File: src/rtl/sq_rom_arb.sv
// Two-port round-robin arbiter sharing a 16-entry squares table (entry i = i*i).
// Grants, response data/ID and saturating per-port grant counters are all registered.
module sq_rom_arb #(
    parameter int CNT_W = 8
) (
    input  logic             clk,
    input  logic             rst_n,
    input  logic             req0,
    input  logic [3:0]       addr0,
    output logic             gnt0,
    input  logic             req1,
    input  logic [3:0]       addr1,
    output logic             gnt1,
    output logic             rvalid,
    output logic [7:0]       rdata,
    output logic             rid,
    output logic [CNT_W-1:0] cnt0,
    output logic [CNT_W-1:0] cnt1
);

    // Squares table; the full 4-bit address space is enumerated.
    function automatic logic [7:0] sq_lookup(input logic [3:0] a);
        logic [7:0] v;
        case (a)
            4'd0:    v = 8'd0;
            4'd1:    v = 8'd1;
            4'd2:    v = 8'd4;
            4'd3:    v = 8'd9;
            4'd4:    v = 8'd16;
            4'd5:    v = 8'd25;
            4'd6:    v = 8'd36;
            4'd7:    v = 8'd49;
            4'd8:    v = 8'd64;
            4'd9:    v = 8'd81;
            4'd10:   v = 8'd100;
            4'd11:   v = 8'd121;
            4'd12:   v = 8'd144;
            4'd13:   v = 8'd169;
            4'd14:   v = 8'd196;
            4'd15:   v = 8'd225;
            default: v = 8'd0;
        endcase
        return v;
    endfunction

    localparam logic [CNT_W-1:0] CNT_MAX = {CNT_W{1'b1}};

    logic ptr_r;   // 0: port 0 has priority on contention
    logic elig0_s;
    logic elig1_s;
    logic win0_s;
    logic win1_s;

    // A port's request in its own grant cycle is not eligible, so no back-to-back wins.
    always_comb begin
        elig0_s = req0 & ~gnt0;
        elig1_s = req1 & ~gnt1;
        win0_s  = elig0_s & (~elig1_s | ~ptr_r);
        win1_s  = elig1_s & (~elig0_s |  ptr_r);
    end

    // Arbitration register, response capture and grant counters.
    always_ff @(posedge clk) begin
        if (!rst_n) begin
            gnt0   <= 1'b0;
            gnt1   <= 1'b0;
            rvalid <= 1'b0;
            rdata  <= 8'd0;
            rid    <= 1'b0;
            cnt0   <= '0;
            cnt1   <= '0;
            ptr_r  <= 1'b0;
        end else begin
            gnt0   <= win0_s;
            gnt1   <= win1_s;
            rvalid <= win0_s | win1_s;
            if (win0_s) begin
                rdata <= sq_lookup(addr0);
                rid   <= 1'b0;
                ptr_r <= 1'b1;
            end else if (win1_s) begin
                rdata <= sq_lookup(addr1);
                rid   <= 1'b1;
                ptr_r <= 1'b0;
            end else begin
                rdata <= rdata;
                rid   <= rid;
                ptr_r <= ptr_r;
            end
            if (win0_s && (cnt0 != CNT_MAX)) begin
                cnt0 <= cnt0 + {{(CNT_W-1){1'b0}}, 1'b1};
            end else begin
                cnt0 <= cnt0;
            end
            if (win1_s && (cnt1 != CNT_MAX)) begin
                cnt1 <= cnt1 + {{(CNT_W-1){1'b0}}, 1'b1};
            end else begin
                cnt1 <= cnt1;
            end
        end
    end

endmodule

File: config.mk
export PLATFORM = sky130hd
export DESIGN_NAME = sq_rom_arb
export DESIGN_NICKNAME = d
export VERILOG_FILES = /design/src/rtl/sq_rom_arb.sv
export SDC_FILE = /design/constraint.sdc
export NUM_CORES = 1
export LEC_CHECK = 0
export CORE_MARGIN = 3
export CORE_UTILIZATION = 45
export CTS_BUF_LIST = sky130_fd_sc_hd__clkbuf_8
export CTS_CLUSTER_DIAMETER = 100
export CTS_CLUSTER_SIZE = 14
export DETAILED_ROUTE_END_ITERATION = 6
export PLACE_DENSITY_LB_ADDON = 0.2
export SLEW_MARGIN = 20
export SYNTH_ARGS = -nofsm -noshare
export SYNTH_HDL_FRONTEND = slang
export SYNTH_SLANG_ARGS = --single-unit
File: constraint.sdc
create_clock -name clk -period 2.2 [get_ports clk]
set_input_delay 0.22 -clock clk [delete_from_list [all_inputs] [get_ports clk]]
set_output_delay 0.22 -clock clk [all_outputs]
set_load 0.02 [all_outputs]
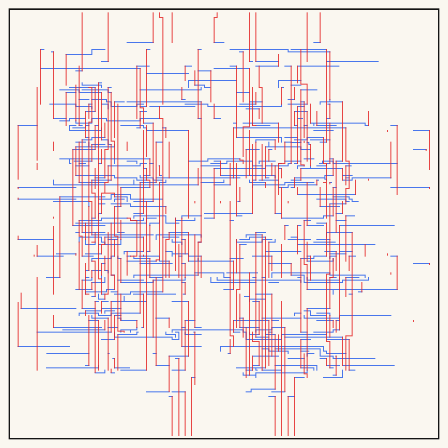
**Above:** run 1 (metal layers overlaid).
Two of the layers only.
blue -> metal 1  # wire length 1,400 microns
red -> metal 2  # wire length 1,630 microns
drt wl/cell: 13.9 microns
vias: 1,359
routed wire length: 3.23 mm

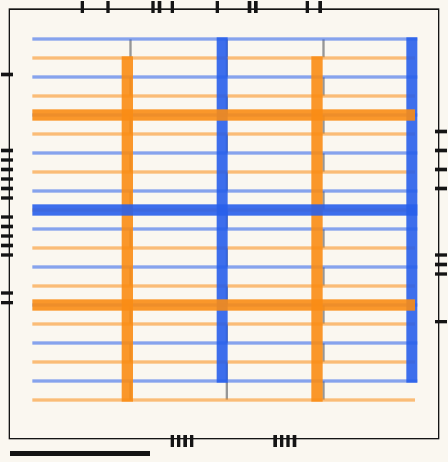
**Above:** run 1 (supply network).
Scale bar: 20 microns. Pins as bars on the die edge. Tap cells in gray.
orange -> VSS
blue -> VDD
met5 straps = 3
met4 straps = 4
rows = 19
tap cells = 31
Die Span X: 61.3 microns
Peak VDD IR: 425 uV
area of the core: 0.00283 sq mm
die y size: 61.3 microns

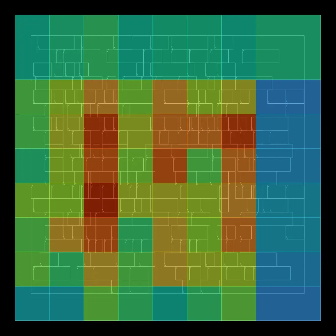
**Above:** run 1 (routing congestion).
M1 GR Usage: 23.7%
met3 usage: 4.40%

==> impl_metrics.csv, run 1 <==
group,metric,value,unit
global_route,grt_pass1_vias,1241,
cts,post_cts_buffers,0,
global_route,gr-total-overflow,0,
layout,comb_area,761,sq um
layout,layout-drive-gt1-share,5.94,%
layout,final_net_count,217,
critical_path,worstSetupPathDepth,5,
layout,mostFrequentLayoutCells,"clkdlybuf4s50_1 (38), dfxtp_1 (28), a21oi_1 (20)",
cts,clockBufferDepth,2,
layout,clk_share,3.00,%
yosys,top_logic_kind,"AND-OR/OR-AND gates",
floorplanning,initial_core_util,48.6,%
yosys,ys_warn_count,0,
critical_path,worst-setup-path-type,"reg2reg",
worst_hold_path,hold_class,"reg2reg",
yosys,ys_area,0.00137,sq mm
critical_path,rrSetupSlack,0.48,ns
worst_hold_path,hp-start,"rid$_SDFFE_PP0P_",
global_route,grt_usage,18.9,%
cts,cts_made_buffers,3,
cts,cts_num_sinks,28,
run_status,outcome,"finished clean",
layout,buffers,40,
cts,clk_latency,0.27,ns
worst_hold_path,hold_path_depth,2,
yosys,top_area_share,40.8,%
critical_path,path_cells,"ha_1 -> nand3_1 -> o221ai_2 -> or4_1 -> a21oi_1",
layout,final_core_utilization,64.8,%
timing,hold_viol,0,
critical_path,worst_ep_required_time,2.41,ns
power,p_per_area,592,mW/mm^2
critical_path,r2r-end,"cnt1[5]$_SDFFE_PN0P_",
timing,clock.fmax,580,MHz
yosys,ys_sh_simple,22.4,%
placement,io_buffers,38,
routing,drc,0,
layout,comb_share,41.5,%
yosys,yosys.area_share.aoi,23.0,%
yosys,syn_area_per_cell,8.43,sq um
routing,drt_iter0_drc,43,
layout,layout.nonclk_buf_share,21.6,%
global_route,grt_max_degree,17,
job,log.warning_count,26,
placement,gp_congestion,0.898,
global_route,antenna_found_initial,0,
placement,pre_cts_ws,0.273,ns
critical_path,r2r-start,"cnt1[0]$_SDFFE_PN0P_",
cts,cts_resized,0,
layout,dominant_cells,"logic gates",
yosys,synthCells,163,
yosys,synth_cell_type_count,34,
placement,numPlacedInstances,229,
critical_path,cp-start-kind,"register",
floorplanning,rows,19,
yosys,synth-seq-cells,28,
critical_path,cp_slowest_cell,"or4_1",
critical_path,path_max_fanout,14,
## run 1: worst register-to-register path, delay by kind of cell, from the launching register on
kind	cells	cell delay [ns]
AND-OR/OR-AND	2	0.39
AND/OR/NAND/NOR	2	0.66
flip-flops	1	0.36
adder cells (fa/ha/maj)	1	0.26
## run 1: metal layers
metal,global-route usage (%),share of wire (%),up-vias
li1,-,-,680
met1,23.7,43,636
met3,4.40,4.6,6
met4,7.74,1.6,0
met2,31.0,51,37
met5,0,0,-
## run 1: report_power, final
| group | switching, mW | internal (mW) | leakage, nW | total [mW] |
|---|---|---|---|---|
| clock | 0.154 | 0.160 | 0.0288 | 0.314 |
| combinational | 0.118 | 0.101 | 0.384 | 0.219 |
| sequential | 0.0196 | 0.532 | 0.229 | 0.552 |
| total | 0.292 | 0.793 | 0.641 | 1.09 |
## run 1: Yosys cell counts
cell / count
or3_1: 5
clkbuf_1: 3
nand3b_1: 1
nand4_1: 2
ha_1: 2
inv_1: 6
o31ai_1: 5
o221ai_1: 2
dfxtp_1: 28
nand2_2: 1
nor2_1: 8
conb_1: 1
mux2_2: 1
or4_1: 5
a32oi_1: 1
a31oi_1: 3
o211ai_1: 2
a21oi_2: 1
buf_6: 1
nand3_1: 13
a21oi_1: 20
o21a_1: 1
nor2b_1: 2
and2b_2: 2
nor4_1: 1
nand2_1: 13
nand2b_1: 4
nor3b_1: 1
xor2_1: 3
buf_4: 1
mux2i_1: 7
o21ai_0: 13
a211oi_1: 3
o221ai_2: 1
## run 1: registers in the layout (all words and copies together) (netlist names)
name / flops
gnt1: 1
rvalid: 1
rid: 1
cnt0: 8
cnt1: 8
ptr_r: 1
gnt0: 1
rdata: 7
**Run 1: where the registers sit**

Other sequential cells in the stronger gray, the rest of the logic in the fainter gray.
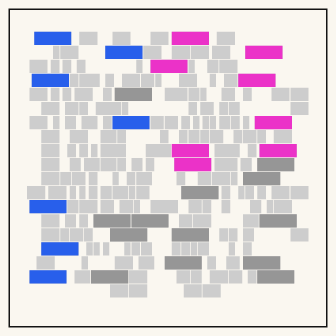

--- run 2 (diff from run 1) ---
==> constraint.sdc (replaced) <==
create_clock -name clk -period 1.7 [get_ports clk]
set_input_delay 0.17 -clock clk [delete_from_list [all_inputs] [get_ports clk]]
set_output_delay 0.17 -clock clk [all_outputs]
set_load 0.02 [all_outputs]
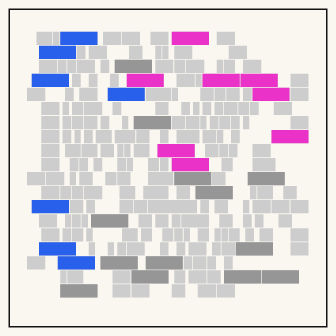
**Above:** run 2 (where the registers sit).
Other sequential cells in the stronger gray, the rest of the logic in the fainter gray.
magenta -> `cnt0`  # placed flops 8
blue -> `rdata`  # placed flops 7
not colored = 13
Final Core Density: 68.1%
Seq/total area: 29.1%
FF+latch area: 561 sq um

==> run 2 against run 1 <==
Effect of this change:
- clock skew decreased by 0.0011 ns
- global-route usage is 0.45 points higher
- synthesized cell count did not move
- sequential share of layout area is 1.5 points lower
- via count up 5.8%
- maximum frequency increased by 9.5%
- largest power group unchanged
==> impl_metrics.csv, run 2 <==
group,metric,value,unit
critical_path,worst-setup-path-type,"reg2reg",
layout,layout-drive-gt1-share,10.8,%
timing,fin_tns_setup,0,ns
global_route,grt_max_degree,17,
timing,rsz0062_at_grt,"no",
critical_path,cp_slowest_cell,"or4_1",
placement,gp_congestion,0.856,
global_route,grt_use_met3,3.14,%
global_route,grtUsageMet2,34.1,%
routing,drc,0,
job,log.warning_count,26,
placement,io_buffers,38,
floorplanning,initial_core_util,48.6,%
yosys,synth-seq-cells,28,
critical_path,path_cells,"ha_1 -> nand2_1 -> o211ai_1 -> or4_1 -> a21oi_1",
routing,wl_met2,1.73,mm
layout,buffers,50,
layout,largestRegisters,"cnt0 (8), cnt1 (8), rdata (7)",
cts,cts_num_sinks,28,
critical_path,cp-start-kind,"register",
cts,post_cts_buffers,0,
yosys,synthCells,163,
cts,clk_latency,0.27,ns
power,seqPwrFrac,51.5,%
cts,cts_made_buffers,3,
timing,clock.fmax,635,MHz
yosys,synth_cell_type_count,34,
yosys,netlist_top_cells_count,"dfxtp_1 (28), a21oi_1 (20), nand2_1 (13), nand3_1 (13), o21ai_0 (13)",
floorplanning,rows,19,
run_status,outcome,"finished clean",
cts,clockBufferDepth,2,
global_route,top_usage_layer,"met2",
power,p_sw,385,uW
layout,mostFrequentLayoutCells,"clkdlybuf4s50_1 (38), dfxtp_1 (28), a21oi_1 (20)",
routing,vias,1438,
global_route,antenna_found_initial,0,
layout,comb_area,792,sq um
global_route,gr-total-overflow,0,
layout,final_common_cell,"clkdlybuf4s50_1",
worst_hold_path,hold_class,"reg2reg",
power,p_sw_share,27.7,%
routing,top_layer,"met4",
yosys,syn_area_per_cell,8.43,sq um
global_route,met1_usage,23.5,%
global_route,grt_usage,19.3,%
yosys,async_flop_share,0,%
yosys,synth-edff-count,0,
power,clock_power_share,25.3,%
critical_path,worstSetupPathDepth,5,
floorplanning,dieWidth,61.3,microns
yosys,ys_warn_count,0,
routing,wl,3.46,mm
routing,drt_iter0_drc,54,
placement,pre_cts_ws,-0.0631,ns
routing,wl_met1,1.49,mm
layout,flops,28,
job,drv_cap,0,
critical_path,path_max_fanout,5,
power,vdd_drop_max,459,uV
yosys,ys_area,0.00137,sq mm
power,p_per_area,720,mW/mm^2
layout,clk_share,2.14,%
timing,hold_viol,0,
layout,dominant_cells,"logic gates",
floorplanning,core_area,0.00283,sq mm
yosys,most_common_cell,"dfxtp_1",
cts,cts-htree-levels,1,
layout,final_net_count,228,
routing,wl_per_cell,14.2,microns
cts,cts_resized,0,
routing,route.met3.wl,180,microns
global_route,grt_pass1_vias,1296,
timing,fin_worst_skew,0.00100,ns
critical_path,worst_ep_required_time,1.90,ns
timing,max-slew-margin-rel,64.5,%
layout,comb_share,41.1,%
power,p_int,1.00,mW
worst_hold_path,hold_path_depth,2,
layout,layout.nonclk_buf_share,24.4,%
yosys,ff_type,"dfxtp_1",
layout,nonClockInverterCount,6,
power,combPwrFrac,23.2,%
yosys,top_area_share,40.8,%
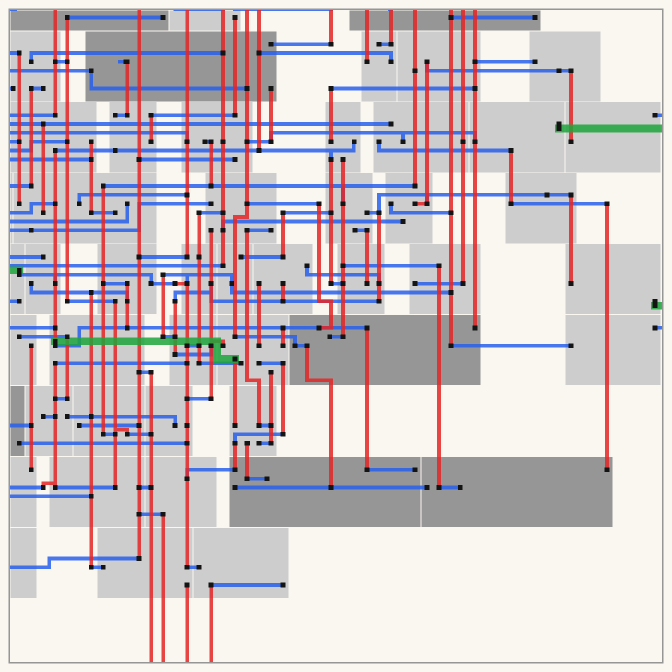
**Above:** run 2 (zoomed window).
Region (33, 3) to (58, 28) microns. Cells in gray, sequential cells in the stronger gray; small squares are vias.
red -> metal 2
green -> metal 3
blue -> metal 1
cells with their middle in the window = 40
netlist names of flops here include = `cnt1` (4)
most frequent = clkdlybuf4s50_1 (8), buf_4 (5)
sequential cells in the window = 4

[run 2: netlist changes by cell type in the layout (fill, tap and decap cells not counted)]
cell	delta
buf_4	+10
clkbuf_8	-1
nand3_1	-1
nand3_2	+1
o221ai_4	+1
[run 2: kinds of logic (layout without fill, tap and decap cells)]
logic type / Yosys count / in the layout / share of synthesized area [%]
XOR/XNOR: 3 / 3 / 1.91
multiplexers: 8 / 8 / 5.92
other: 1 / 1 / 0.273
flip-flops: 28 / 28 / 40.8
AND/OR/NAND/NOR: 58 / 58 / 22.4
adder cells (fa/ha/maj): 2 / 2 / 1.82
buffers and inverters: 11 / 59 / 3.83
AND-OR/OR-AND: 52 / 53 / 23.0
[run 2: stage by stage]
step,power [mW],cells,hold slack (ns),instance area [sq um]
6_report,1.39,243,0.492,1930
5_1_grt,1.45,243,0.541,1930
4_1_cts,1.38,240,0.498,1880
3_5_place_dp,1.03,237,0.476,1840
3_3_place_gp,1.03,237,0.473,1840
2_1_floorplan,0.888,163,0.309,1370
[run 2: power groups by stage]
stage / logic [mW] / clock network [mW] / registers [mW]
6_report: 0.322 / 0.351 / 0.714
2_1_floorplan: 0.123 / 0 / 0.765
3_3_place_gp: 0.300 / 0 / 0.726
3_5_place_dp: 0.307 / 0 / 0.728
5_1_grt: 0.349 / 0.384 / 0.720
4_1_cts: 0.309 / 0.356 / 0.713
[run 2: path summary, 6_finish.rpt]
check | slack [ns] | start | end
max reg2reg | 0.13 | cnt0[0]$_SDFFE_PN0P_ | cnt0[5]$_SDFFE_PN0P_
min | 0.49 | rid$_SDFFE_PP0P_ | rid$_SDFFE_PP0P_
min reg2reg | 0.49 | rid$_SDFFE_PP0P_ | rid$_SDFFE_PP0P_
max | 0.13 | cnt0[0]$_SDFFE_PN0P_ | cnt0[5]$_SDFFE_PN0P_
No activity file was given, so power comes from the tool's default toggle rates.
